===== config.mk =====
export PLATFORM = sky130hd
export DESIGN_NAME = crc8_arb_ctrl_flat
export DESIGN_NICKNAME = d
export VERILOG_FILES = /design/src/rtl/crc8_pkg.sv /design/src/rtl/crc8_arb_ctrl_if.sv /design/src/rtl/crc16to8_parallel.sv /design/src/rtl/crc8_arb_ctrl.sv /design/src/flat_wrapper.sv
export SDC_FILE = /design/constraint.sdc
export NUM_CORES = 1
export LEC_CHECK = 0
export ABC_AREA = 1
export ABC_CLOCK_PERIOD_IN_PS = 7100
export CORE_MARGIN = 3
export CORE_UTILIZATION = 55
export CTS_CLUSTER_SIZE = 16
export DETAILED_ROUTE_END_ITERATION = 8
export PLACE_DENSITY = 0.89
export SYNTH_ARGS = -nofsm -noshare
export SYNTH_HDL_FRONTEND = slang
export SYNTH_HIERARCHICAL = 1
export SYNTH_SLANG_ARGS = --single-unit

===== constraint.sdc =====
create_clock -name clk -period 7.1 [get_ports clk]
set_clock_uncertainty 0.05 [all_clocks]
set_input_delay 1.42 -clock clk [delete_from_list [all_inputs] [get_ports clk]]
set_output_delay 1.42 -clock clk [all_outputs]
set_load 0.01 [all_outputs]

===== src/rtl/crc8_pkg.sv =====
// CRC-8 arbiter shared definitions: polynomial, seed, frame width,
// result-slot state type and the single-bit CRC recurrence.
package crc8_pkg;

  localparam int         CRC8_DATA_W = 16;
  localparam logic [7:0] CRC8_POLY   = 8'h2F;
  localparam logic [7:0] CRC8_INIT   = 8'hFF;

  typedef enum logic {
    ST_EMPTY = 1'b0,
    ST_FULL  = 1'b1
  } crc8_state_e;

  // one MSB-first shift of the CRC register
  function automatic logic [7:0] crc8_step(
    input logic [7:0] crc,
    input logic       din
  );
    logic fb;
    fb = crc[7] ^ din;
    return {crc[6:0], 1'b0} ^ (fb ? CRC8_POLY : 8'h00);
  endfunction

endpackage


===== src/rtl/crc8_arb_ctrl_if.sv =====
// Request/result bundle between requesters, arbiter and result consumer.
// CRC8_CHK_EN adds expected-CRC inputs and the error outputs.
interface crc8_arb_ctrl_if #(
  parameter int NUM_REQ = 2,
  parameter int ID_W    = 2
) ();
  import crc8_pkg::*;

  logic [NUM_REQ-1:0]                  req_vld;
  logic [NUM_REQ-1:0][CRC8_DATA_W-1:0] req_data;
  logic [NUM_REQ-1:0]                  req_rdy;
  logic                                rsp_vld;
  logic                                rsp_rdy;
  logic [ID_W-1:0]                     rsp_id;
  logic [7:0]                          rsp_crc;
  logic                                busy;
`ifdef CRC8_CHK_EN
  logic [NUM_REQ-1:0][7:0]             req_crc_exp;
  logic                                rsp_err;
  logic [7:0]                          err_cnt;
`endif

`ifdef CRC8_CHK_EN
  modport master (
    output req_vld, req_data, req_crc_exp, rsp_rdy,
    input  req_rdy, rsp_vld, rsp_id, rsp_crc, busy,
    input  rsp_err, err_cnt
  );
  modport slave (
    input  req_vld, req_data, req_crc_exp, rsp_rdy,
    output req_rdy, rsp_vld, rsp_id, rsp_crc, busy,
    output rsp_err, err_cnt
  );
`else
  modport master (
    output req_vld, req_data, rsp_rdy,
    input  req_rdy, rsp_vld, rsp_id, rsp_crc, busy
  );
  modport slave (
    input  req_vld, req_data, rsp_rdy,
    output req_rdy, rsp_vld, rsp_id, rsp_crc, busy
  );
`endif

endinterface


===== src/rtl/crc16to8_parallel.sv =====
// Combinational CRC-8 over one 16-bit word, MSB first,
// no reflection, no final XOR.
module crc16to8_parallel
  import crc8_pkg::*;
(
  input  logic [CRC8_DATA_W-1:0] data_i,
  input  logic [7:0]             crc_i,
  output logic [7:0]             crc_o
);

  // unrolled bit-serial recurrence
  always_comb begin
    logic [7:0] c;
    c = crc_i;
    for (int i = CRC8_DATA_W - 1; i >= 0; i--) begin
      c = crc8_step(c, data_i[i]);
    end
    crc_o = c;
  end

endmodule


===== src/rtl/crc8_arb_ctrl.sv =====
// Round-robin arbiter sharing one CRC-8 core, one-deep result slot.
// Optional CRC8_CHK_EN: expected-CRC compare, error flag, error counter.
module crc8_arb_ctrl
  import crc8_pkg::*;
#(
  parameter int NUM_REQ = 2,
  parameter int ID_W    = 2
) (
  input logic           clk,
  input logic           rst,
  crc8_arb_ctrl_if.slave bus
);

  crc8_state_e             state_q, state_d;
  logic [ID_W-1:0]         ptr_q, ptr_d;
  logic [ID_W-1:0]         rsp_id_q, rsp_id_d;
  logic [7:0]              rsp_crc_q, rsp_crc_d;
  logic [ID_W-1:0]         gnt_id;
  logic [NUM_REQ-1:0]      gnt_oh;
  logic                    any_vld;
  logic                    accept;
  logic [CRC8_DATA_W-1:0]  sel_data;
  logic [7:0]              crc_calc;
`ifdef CRC8_CHK_EN
  logic [7:0]              sel_exp;
  logic                    rsp_err_q, rsp_err_d;
  logic [7:0]              err_cnt_q, err_cnt_d;
`endif

  function automatic int rr_slot(
    input logic [ID_W-1:0] p,
    input int              off
  );
    int s;
    s = int'(p) + off;
    if (s >= NUM_REQ) s = s - NUM_REQ;
    return s;
  endfunction

  // round-robin search starting at ptr, picks payload of the winner
  always_comb begin
    gnt_oh   = '0;
    gnt_id   = '0;
    sel_data = '0;
    any_vld  = 1'b0;
`ifdef CRC8_CHK_EN
    sel_exp  = '0;
`endif
    for (int off = 0; off < NUM_REQ; off++) begin
      for (int j = 0; j < NUM_REQ; j++) begin
        if (!any_vld && bus.req_vld[j] &&
            j == rr_slot(ptr_q, off)) begin
          any_vld   = 1'b1;
          gnt_oh[j] = 1'b1;
          gnt_id    = ID_W'(j);
          sel_data  = bus.req_data[j];
`ifdef CRC8_CHK_EN
          sel_exp   = bus.req_crc_exp[j];
`endif
        end
      end
    end
  end

  assign accept = !rst && any_vld &&
                  (state_q == ST_EMPTY || bus.rsp_rdy);

  assign bus.req_rdy = accept ? gnt_oh : '0;

  crc16to8_parallel u_crc (
    .data_i (sel_data),
    .crc_i  (CRC8_INIT),
    .crc_o  (crc_calc)
  );

  // slot next-state, pointer advance, result capture
  always_comb begin
    state_d   = state_q;
    ptr_d     = ptr_q;
    rsp_id_d  = rsp_id_q;
    rsp_crc_d = rsp_crc_q;
`ifdef CRC8_CHK_EN
    rsp_err_d = rsp_err_q;
    err_cnt_d = err_cnt_q;
`endif
    unique case (state_q)
      ST_EMPTY: if (accept) state_d = ST_FULL;
      ST_FULL:  if (!accept && bus.rsp_rdy) state_d = ST_EMPTY;
    endcase
    if (accept) begin
      if (int'(gnt_id) == NUM_REQ - 1) ptr_d = '0;
      else                             ptr_d = gnt_id + ID_W'(1);
      rsp_id_d  = gnt_id;
      rsp_crc_d = crc_calc;
`ifdef CRC8_CHK_EN
      rsp_err_d = (crc_calc != sel_exp);
`endif
    end
`ifdef CRC8_CHK_EN
    if (state_q == ST_FULL && bus.rsp_rdy && rsp_err_q &&
        err_cnt_q != 8'hFF) begin
      err_cnt_d = err_cnt_q + 8'd1;
    end
`endif
  end

  // state and result registers
  always_ff @(posedge clk or posedge rst) begin
    if (rst) begin
      state_q   <= ST_EMPTY;
      ptr_q     <= '0;
      rsp_id_q  <= '0;
      rsp_crc_q <= 8'h00;
`ifdef CRC8_CHK_EN
      rsp_err_q <= 1'b0;
      err_cnt_q <= 8'h00;
`endif
    end else begin
      state_q   <= state_d;
      ptr_q     <= ptr_d;
      rsp_id_q  <= rsp_id_d;
      rsp_crc_q <= rsp_crc_d;
`ifdef CRC8_CHK_EN
      rsp_err_q <= rsp_err_d;
      err_cnt_q <= err_cnt_d;
`endif
    end
  end

  assign bus.busy    = (state_q == ST_FULL);
  assign bus.rsp_vld = (state_q == ST_FULL);
  assign bus.rsp_id  = rsp_id_q;
  assign bus.rsp_crc = rsp_crc_q;
`ifdef CRC8_CHK_EN
  assign bus.rsp_err = rsp_err_q;
  assign bus.err_cnt = err_cnt_q;
`endif

endmodule


===== src/flat_wrapper.sv =====
// flat-port wrapper written by rule: the top's interface ports become plain ports
module crc8_arb_ctrl_flat import crc8_pkg::*;
#(
  parameter int NUM_REQ = 2,
  parameter int ID_W    = 2
)
  (clk, rst, bus_req_vld, bus_req_data, bus_rsp_rdy, bus_req_rdy, bus_rsp_vld, bus_rsp_id, bus_rsp_crc, bus_busy);
  crc8_arb_ctrl_if #(.NUM_REQ(NUM_REQ), .ID_W(ID_W)) bus_i ();
  input logic clk;
  input logic rst;
  input wire logic [$bits(bus_i.req_vld)-1:0] bus_req_vld;
  input wire logic [$bits(bus_i.req_data)-1:0] bus_req_data;
  input wire logic [$bits(bus_i.rsp_rdy)-1:0] bus_rsp_rdy;
  output wire logic [$bits(bus_i.req_rdy)-1:0] bus_req_rdy;
  output wire logic [$bits(bus_i.rsp_vld)-1:0] bus_rsp_vld;
  output wire logic [$bits(bus_i.rsp_id)-1:0] bus_rsp_id;
  output wire logic [$bits(bus_i.rsp_crc)-1:0] bus_rsp_crc;
  output wire logic [$bits(bus_i.busy)-1:0] bus_busy;
  assign bus_i.req_vld = bus_req_vld;
  assign bus_i.req_data = bus_req_data;
  assign bus_i.rsp_rdy = bus_rsp_rdy;
  assign bus_req_rdy = bus_i.req_rdy;
  assign bus_rsp_vld = bus_i.rsp_vld;
  assign bus_rsp_id = bus_i.rsp_id;
  assign bus_rsp_crc = bus_i.rsp_crc;
  assign bus_busy = bus_i.busy;
  crc8_arb_ctrl #(.NUM_REQ(NUM_REQ), .ID_W(ID_W)) u_core (.clk(clk), .rst(rst), .bus(bus_i));
endmodule

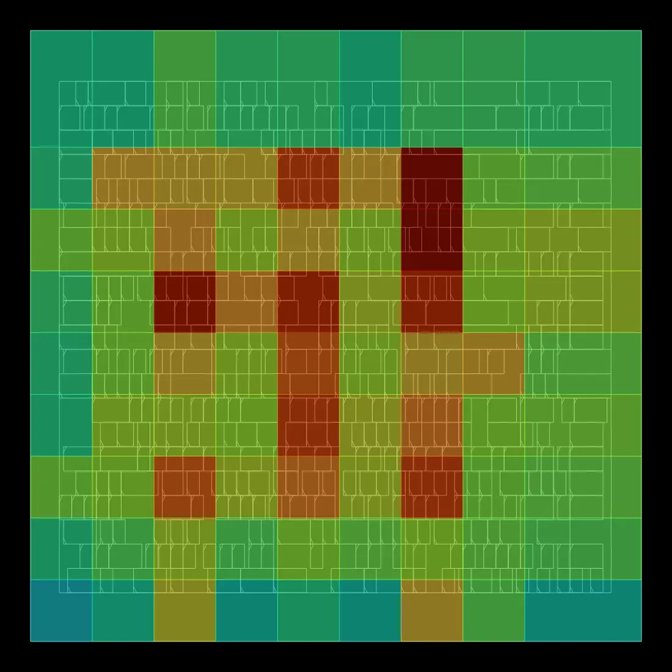
**Above:** run 1 (congestion heat map).
Util after Layout: 0.783
wire per inst: 10.3 um
M2 GR Usage: 0.414

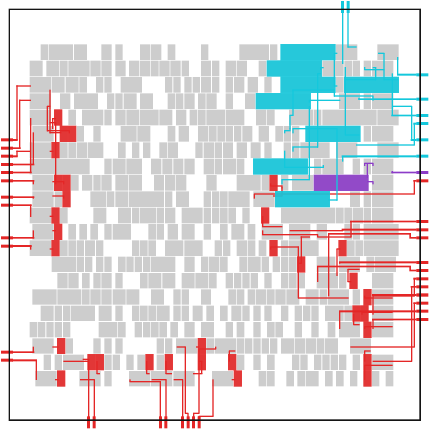
**Above:** run 1 (I/O nets highlighted).
Scale: 6 px per um.
legend:
  red:
    port: `bus_req_data`
    direction: input
    edge: 12 left, 12 right, 8 bottom
    end_cells: 32
    buffers: 32
    wire: 517 um
  cyan:
    port: `bus_rsp_crc`
    direction: output
    edge: 6 right, 2 top
    end_cells: 8
    buffers: 8
    wire: 213 um
  purple:
    port: `bus_busy`
    direction: output
    edge: right
    end_cells: 1
    buffers: 1
    wire: 9.80 um
number of port buffers: 49
I/O pins: 51

==> flow_summary.ini, run 1 <==
; physical design summary
[status]
outcome = finished clean

[logic_synthesis]
yosys.area.top_type_share = 0.336
ys.flops = 11
avgSynthCellArea_um2 = 5.45
synthTopCellsByCount = nand2_1 (191), nand3_1 (65), inv_1 (37), nand2_2 (35), dfrtp_1 (11)
ys_cells = 391
topCellsByArea = nand2_1 (34%), nand3_1 (15%), dfrtp_1 (13%)

[worst_setup_path]
cp-startpoint = bus_req_vld[1]
slowest_delay_ps = 540
crit_type = in -> out
rr_worst_depth = 24
cp_data_required_time_ps = 5630
cp_top_family = buffers and inverters

[clock_tree]
cts_buffer_depth = 2
cts_root_buffer = clkbuf_8
cts_hold_buf = 0
clock-sinks = 11

[timing]
setup_viol = 0
fin_setup_tns_ps = 0
slew_viol_final = 0
hold_violations = 0

[layout]
regArea_um2 = 275
comb_area_um2 = 1720
final_cell_mix = nand2_1 (191), nand3_1 (65), clkdlybuf4s50_1 (49), inv_1 (37), nand2_2 (35)
lay_top_count = nand2_1
fin_area_um2 = 2760

[power]
clk-power_uw = 63.7
clock_power_share = 0.074
p_comb_frac = 0.807
p_int_uw = 392

[global_route]
antenna_found_initial = 0
gr-total-overflow = 0
use_met3 = 0.0230
met1_usage = 0.306

[place]
dp.cells = 501
gp_congestion = 0.911
place_area_um2 = 2710

[hold_path]
hold_depth = 2
min_to = u_core/bus.rsp_crc[6]

[route]
antenna_left = 0
drtIter0Drc = 135
dr.pass1.iters = 5
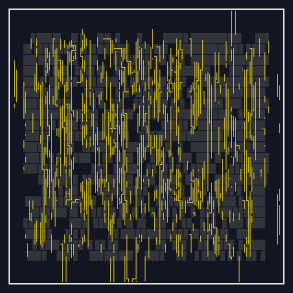
**Above:** run 1 (met2 routing).
Scale: 4 px per um. Cells faint in the background.
longest straight run: 29.6 um
share of all routed wire: 44%
wire length on this layer: 2300 um
nets with wire on the layer: 375
drt total wl: 5180 um
via count: 2435

run 1: kinds of logic (layout without fill, tap and decap cells):
| logic type | after synthesis | after routing | share of synthesized area |
|---|---|---|---|
| other | 2 | 22 | 0.00352 |
| buffers and inverters | 50 | 98 | 0.0992 |
| AND-OR/OR-AND | 3 | 3 | 0.0176 |
| flip-flops | 11 | 11 | 0.129 |
| AND/OR/NAND/NOR | 314 | 314 | 0.693 |
| XOR/XNOR | 11 | 11 | 0.0576 |
run 1: tightest hold or removal path: stages (launching register included):
cell	delay, ps
dfrtp_1	340
nand2_1	50
nand2_1	50
run 1: final cells by class:
class | count | share of cell area
clock buffers | 4 | 0.0163
well taps | 46 | 0.0209
inverters | 45 | 0.0613
multi-input cells | 350 | 0.624
flip-flops and latches | 11 | 0.0999
repair buffers | 49 | 0.178
**Run 1: gate families picked out**

Scale: 6 px per um.
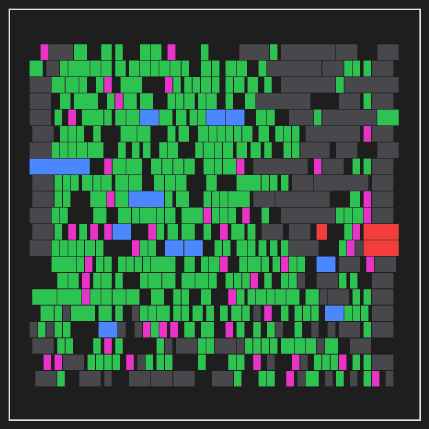

==> run 1 -> run 2 <==
Settings changed: ABC_CLOCK_PERIOD_IN_PS 7100 to 4850, CORE_UTILIZATION 55 to 51, PLACE_DENSITY 0.89 to 0.84.
Clock period 7.1 ns to 4.85 ns, I/O delays scaled along.
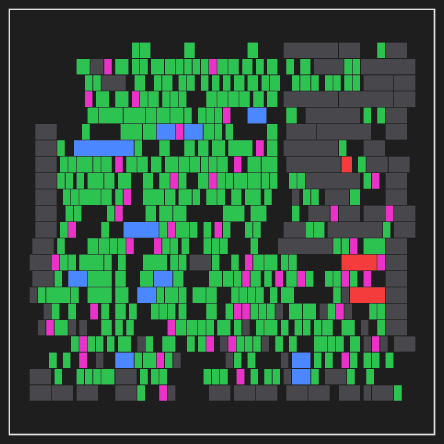
**Above:** run 2 (gate families picked out).
Scale: 6 px per um.
legend:
  blue:
    family: XOR/XNOR gates
    cells: 11
    most_used: xor2_1
  green:
    family: NAND gates
    cells: 310
    most_used: nand2_1
  red:
    family: inverting AOI/OAI gates
    cells: 3
    most_used: a21oi_4
  magenta:
    family: inverters
    cells: 45
    most_used: inv_1
logic share of the area: 0.623
final std cells w/o fill: 507

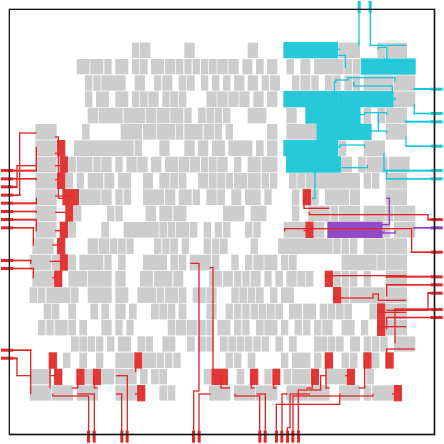
**Above:** run 2 (I/O nets highlighted).
Scale: 6 px per um.
legend:
  purple:
    port: `bus_busy`
    direction: output
    edge: right
    end_cells: 1
    buffers: 1
    wire: 12.7 um
  cyan:
    port: `bus_rsp_crc`
    direction: output
    edge: 6 right, 2 top
    end_cells: 8
    buffers: 8
    wire: 123 um
  red:
    port: `bus_req_data`
    direction: input
    edge: 13 bottom, 12 left, 7 right
    end_cells: 32
    buffers: 32
    wire: 469 um

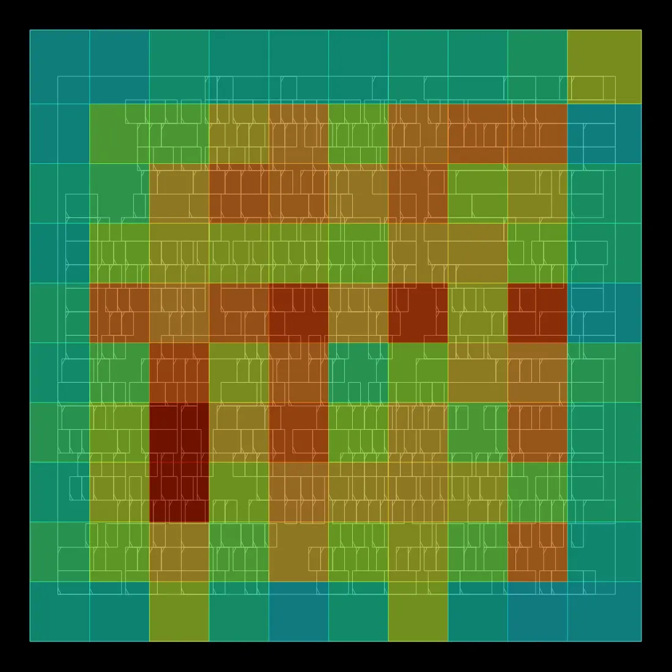
**Above:** run 2 (congestion heat map).
Util after Layout: 0.716
GRT Overall Usage: 0.213
met3 usage: 0.0199
wire per inst: 10.2 um
met1 global-route usage: 0.296

==> run 2 against run 1 <==
  * Non-clock buffer count is the same
  * Utilization is 6.7 points lower
  * Synthesized cell count did not move
  * Die area grew 7.1%
  * Area after synthesis unchanged
  * First-iteration DRC count down 8.9%
  * Setup slack worse by 1600 ps
  * Flip-flop count unchanged
  * Wire length increased by 0.25%
  * Cell count is 0.40% higher
  * Sequential share of layout area about the same
  * Critical endpoint is now u_core/bus.rsp_crc[5]
  * Largest power group unchanged
==> flow_summary.ini, run 2 <==
; physical design summary
[status]
outcome = finished clean

[floorplanning]
taps = 48
die_area_um2 = 4990
pin_count = 51

[worst_setup_path]
cp-startpoint = bus_req_vld[1]
cp_common_cell = nand2_1
slowest_stage = clkdlybuf4s50_1
endpoint_kind = register
r2r_start = u_core/ptr_q[0]
crit_type = in -> reg
rr_worst_depth = 27
cp-start-kind = primary input
slowest_delay_ps = 540
cp_data_required_time_ps = 4920

[power]
clk-power_uw = 88.1
clock_power_share = 0.070
swShare = 0.545
p_comb_frac = 0.814
p_total_uw = 1260
p_int_uw = 573

[layout]
comb_area_um2 = 1720
seq-cell-share = 0.0998
dominant-cell-class = combinational gates
signal_buffers = 49
final_cell_mix = nand2_1 (191), nand3_1 (65), clkdlybuf4s50_1 (49), inv_1 (37), nand2_2 (35)
lay_top_count = nand2_1
final.clkbuf_count = 4
regArea_um2 = 275
clock_area_frac = 0.0163
fin_area_um2 = 2760
comb_cells = 350
drive_above_1_share = 0.144
inv_count = 45
seq_cells = 11
filler_cell_count = 352
buf_share = 0.178

[route]
highest_layer = met4
wl_met2_um = 2430
antenna_left = 0
dr.pass1.iters = 4
drt-vias-per-instance = 4.96
drtIter0Drc = 123
vias = 2517
routed_wl_um = 5190

[logic_synthesis]
synthAoiAreaFrac = 0.0176
yosys.area.top_type_share = 0.336
adder_share = 0
synthTopCellsByCount = nand2_1 (191), nand3_1 (65), inv_1 (37), nand2_2 (35), dfrtp_1 (11)
simple_gate_area_frac = 0.693
netlist_logic_family_top = simple AND/OR/NAND/NOR gates
xor_share = 0.0575
topCellsByArea = nand2_1 (34%), nand3_1 (15%), dfrtp_1 (13%)
ys_area_um2 = 2130
synth_seq_share = 0.129
avgSynthCellArea_um2 = 5.45
ys.flops = 11
synth_area_um2 = 2130
ys_types = 23
synthMuxAreaShare = 0
yosys.area.top_type = nand2_1
ys_cells = 391

[flow_run]
drv_cap = 0

[global_route]
grt_pass1_vias = 2238
gr-total-overflow = 0
antenna_found_initial = 0
grtUsageMet2 = 0.364
top_usage_layer = met2
grt_pass1_wl_um = 9030

[hold_path]
worstHoldStart = u_core/bus.rsp_crc[0]
hold_depth = 2

[place]
dp.cells = 503
pre_cts_ws_ps = 526
place_area_um2 = 2710
port_buffers = 49
gp_congestion = 0.919

[clock_tree]
clock-sinks = 11
clk_latency_ps = 230
cts_buffer_depth = 2
cts_resized = 0
cts_root_buffer = clkbuf_8
clkTransAtPathRegs_ps = 50
cts_hold_buf = 0

[timing]
period_needed_ps = 4100
hold_violations = 0
slew_viol_final = 0
fin_setup_tns_ps = 0
setup_viol = 0
whs_ps = 415
==> run 2: worst paths after layout <==
kind	endpoint	slack, ps
max reg2reg	u_core/bus.rsp_crc[5]	1650
max in group asynchronous	u_core/bus.rsp_crc[3]	3340
min reg2reg	u_core/bus.rsp_crc[0]	420
min in group asynchronous	u_core/bus.busy	1110
max	u_core/bus.rsp_crc[5]	750
min	u_core/bus.rsp_crc[0]	420
==> run 2: cells by family after synthesis <==
logic type / after synthesis
flops: 11
xor+xnor: 11
buf+inv: 50
compound gates: 3
simple gates: 314
other cells: 2
==> run 2: critical path, delay by kind of cell <==
family | cells | cell delay, ps
simple gates | 23 | 2030
compound gates | 1 | 390
buf+inv | 4 | 780
**Run 2: met2 routing**

Scale: 4 px per um. Cells faint in the background.
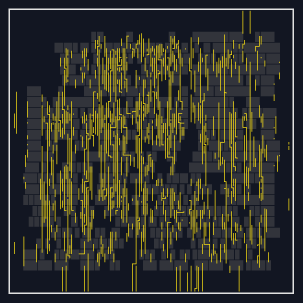

==> run 2 -> run 3 <==
Settings changed: ABC_CLOCK_PERIOD_IN_PS 4850 to 4100.
Clock period 4.85 ns to 4.1 ns, I/O delays scaled along.
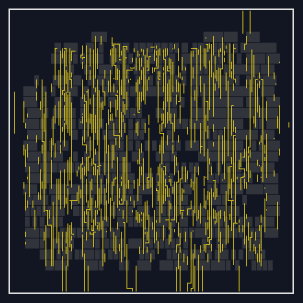
**Above:** run 3 (met2 routing).
Scale: 4 px per um. Cells faint in the background.
longest straight run: 25.5 um
main direction: vertical
nets with wire on the layer: 404
wire length on this layer: 2550 um
via count: 2599
drt total wl: 5570 um
M2 GR Usage: 0.358

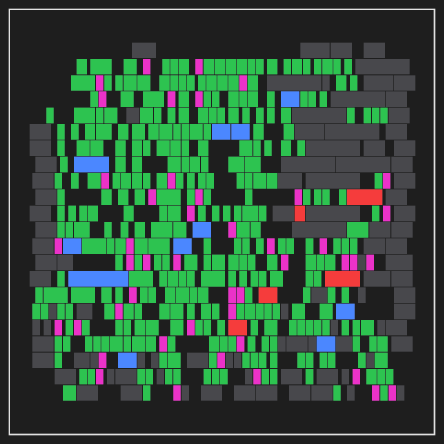
**Above:** run 3 (gate families picked out).
Scale: 6 px per um.
legend:
  green:
    family: NAND gates
    cells: 310
    most_used: nand2_1
  blue:
    family: XOR/XNOR gates
    cells: 11
    most_used: xor2_1
  red:
    family: inverting AOI/OAI gates
    cells: 5
  magenta:
    family: inverters
    cells: 45
    most_used: inv_1
    where: all over the die
final std cells w/o fill: 514
most instantiated logic cell after routing: nand2_1
logic share of the area: 0.616

==> run 3 against run 2 <==
  * Worst hold slack better by 8.8 ps
  * Die area unchanged
  * Design area up 2.2%
  * Area after synthesis unchanged
  * Flip-flop count unchanged
  * Setup slack worse by 140 ps
  * Non-clock buffer count up 5
  * Critical path type unchanged
==> flow_summary.ini, run 3 <==
; physical design summary
[status]
outcome = finished clean

[logic_synthesis]
synth_area_um2 = 2130
avgSynthCellArea_um2 = 5.45
synth_seq_share = 0.129
ys.flops = 11
ys_types = 23
yosys.area.top_type = nand2_1
yosys.area.top_type_share = 0.336
topCellsByArea = nand2_1 (34%), nand3_1 (15%), dfrtp_1 (13%)

[global_route]
gr-total-overflow = 0
antenna_found_initial = 0
top_usage_layer = met2
grt_pass1_wl_um = 9050
met1_usage = 0.287

[layout]
clock_area_frac = 0.0160
final_cell_mix = nand2_1 (191), nand3_1 (65), clkdlybuf4s50_1 (47), inv_1 (37), nand2_2 (35)
comb_area_um2 = 1740
filler_cell_count = 342
comb_cells = 352
drive_above_1_share = 0.157
inv_count = 45
signal_buffers = 54
buf_share = 0.189
fin_area_um2 = 2820
regArea_um2 = 275

[timing]
hold_violations = 0
whs_ps = 424

[worst_setup_path]
slowest_stage = a21oi_4
r2r_slack_ps = 990
cp_data_required_time_ps = 4180
slowest_delay_ps = 230
cp_common_cell = nand2_1
crit_type = in -> reg
cp-endpoint = u_core/bus.rsp_crc[2]
r2r_start = u_core/ptr_q[0]
rr_worst_depth = 27
cp-startpoint = bus_req_vld[1]

[clock_tree]
cts_buffer_depth = 2
clock-sinks = 11
clk_latency_ps = 230
cts_resized = 0

[route]
drt-vias-per-instance = 5.06
wl_met2_um = 2550
dr.pass1.iters = 5

[place]
place_area_um2 = 2740

[power]
swShare = 0.544
p_total_uw = 1500
p_comb_frac = 0.812

[floorplanning]
pin_count = 51

[hold_path]
hold_depth = 2
min_to = u_core/bus.rsp_crc[2]
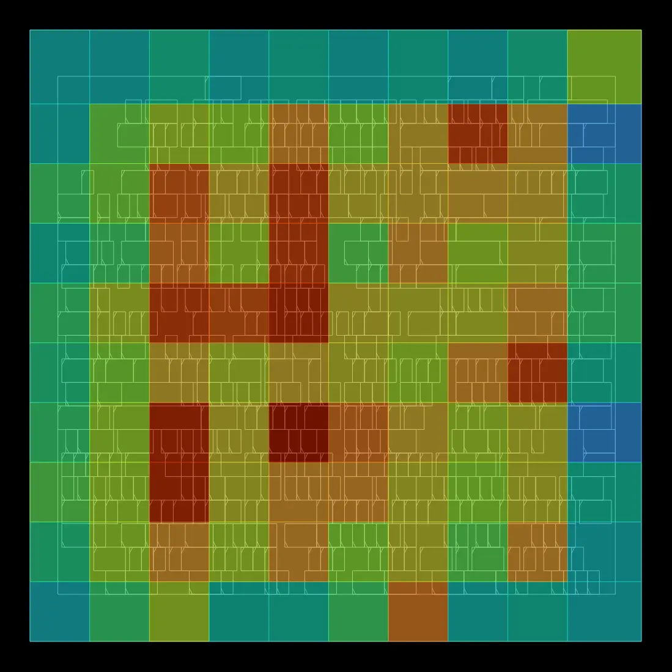
**Above:** run 3 (congestion heat map).
GRT Overall Usage: 0.213
wire per inst: 10.8 um
Util after Layout: 0.731

run 3: cell counts after synthesis:
Identical to the previous run, type by type.
run 3: cell families (layout without fill, tap and decap cells):
| family | count (synthesis) | in the layout | synth area share |
|---|---|---|---|
| AND-OR/OR-AND | 3 | 5 | 0.0176 |
| XOR/XNOR | 11 | 11 | 0.0576 |
| other | 2 | 22 | 0.00352 |
| buffers and inverters | 50 | 103 | 0.0992 |
| AND/OR/NAND/NOR | 314 | 314 | 0.693 |
| flip-flops | 11 | 11 | 0.129 |
run 3: worst max-delay path, delay by kind of cell:
kind                   cells  cell delay, ps
AND/OR/NAND/NOR           20            2000
buffers and inverters      4             520
AND-OR/OR-AND              1             230
Power figures rest on the tool's default switching activity, not on a simulated workload.
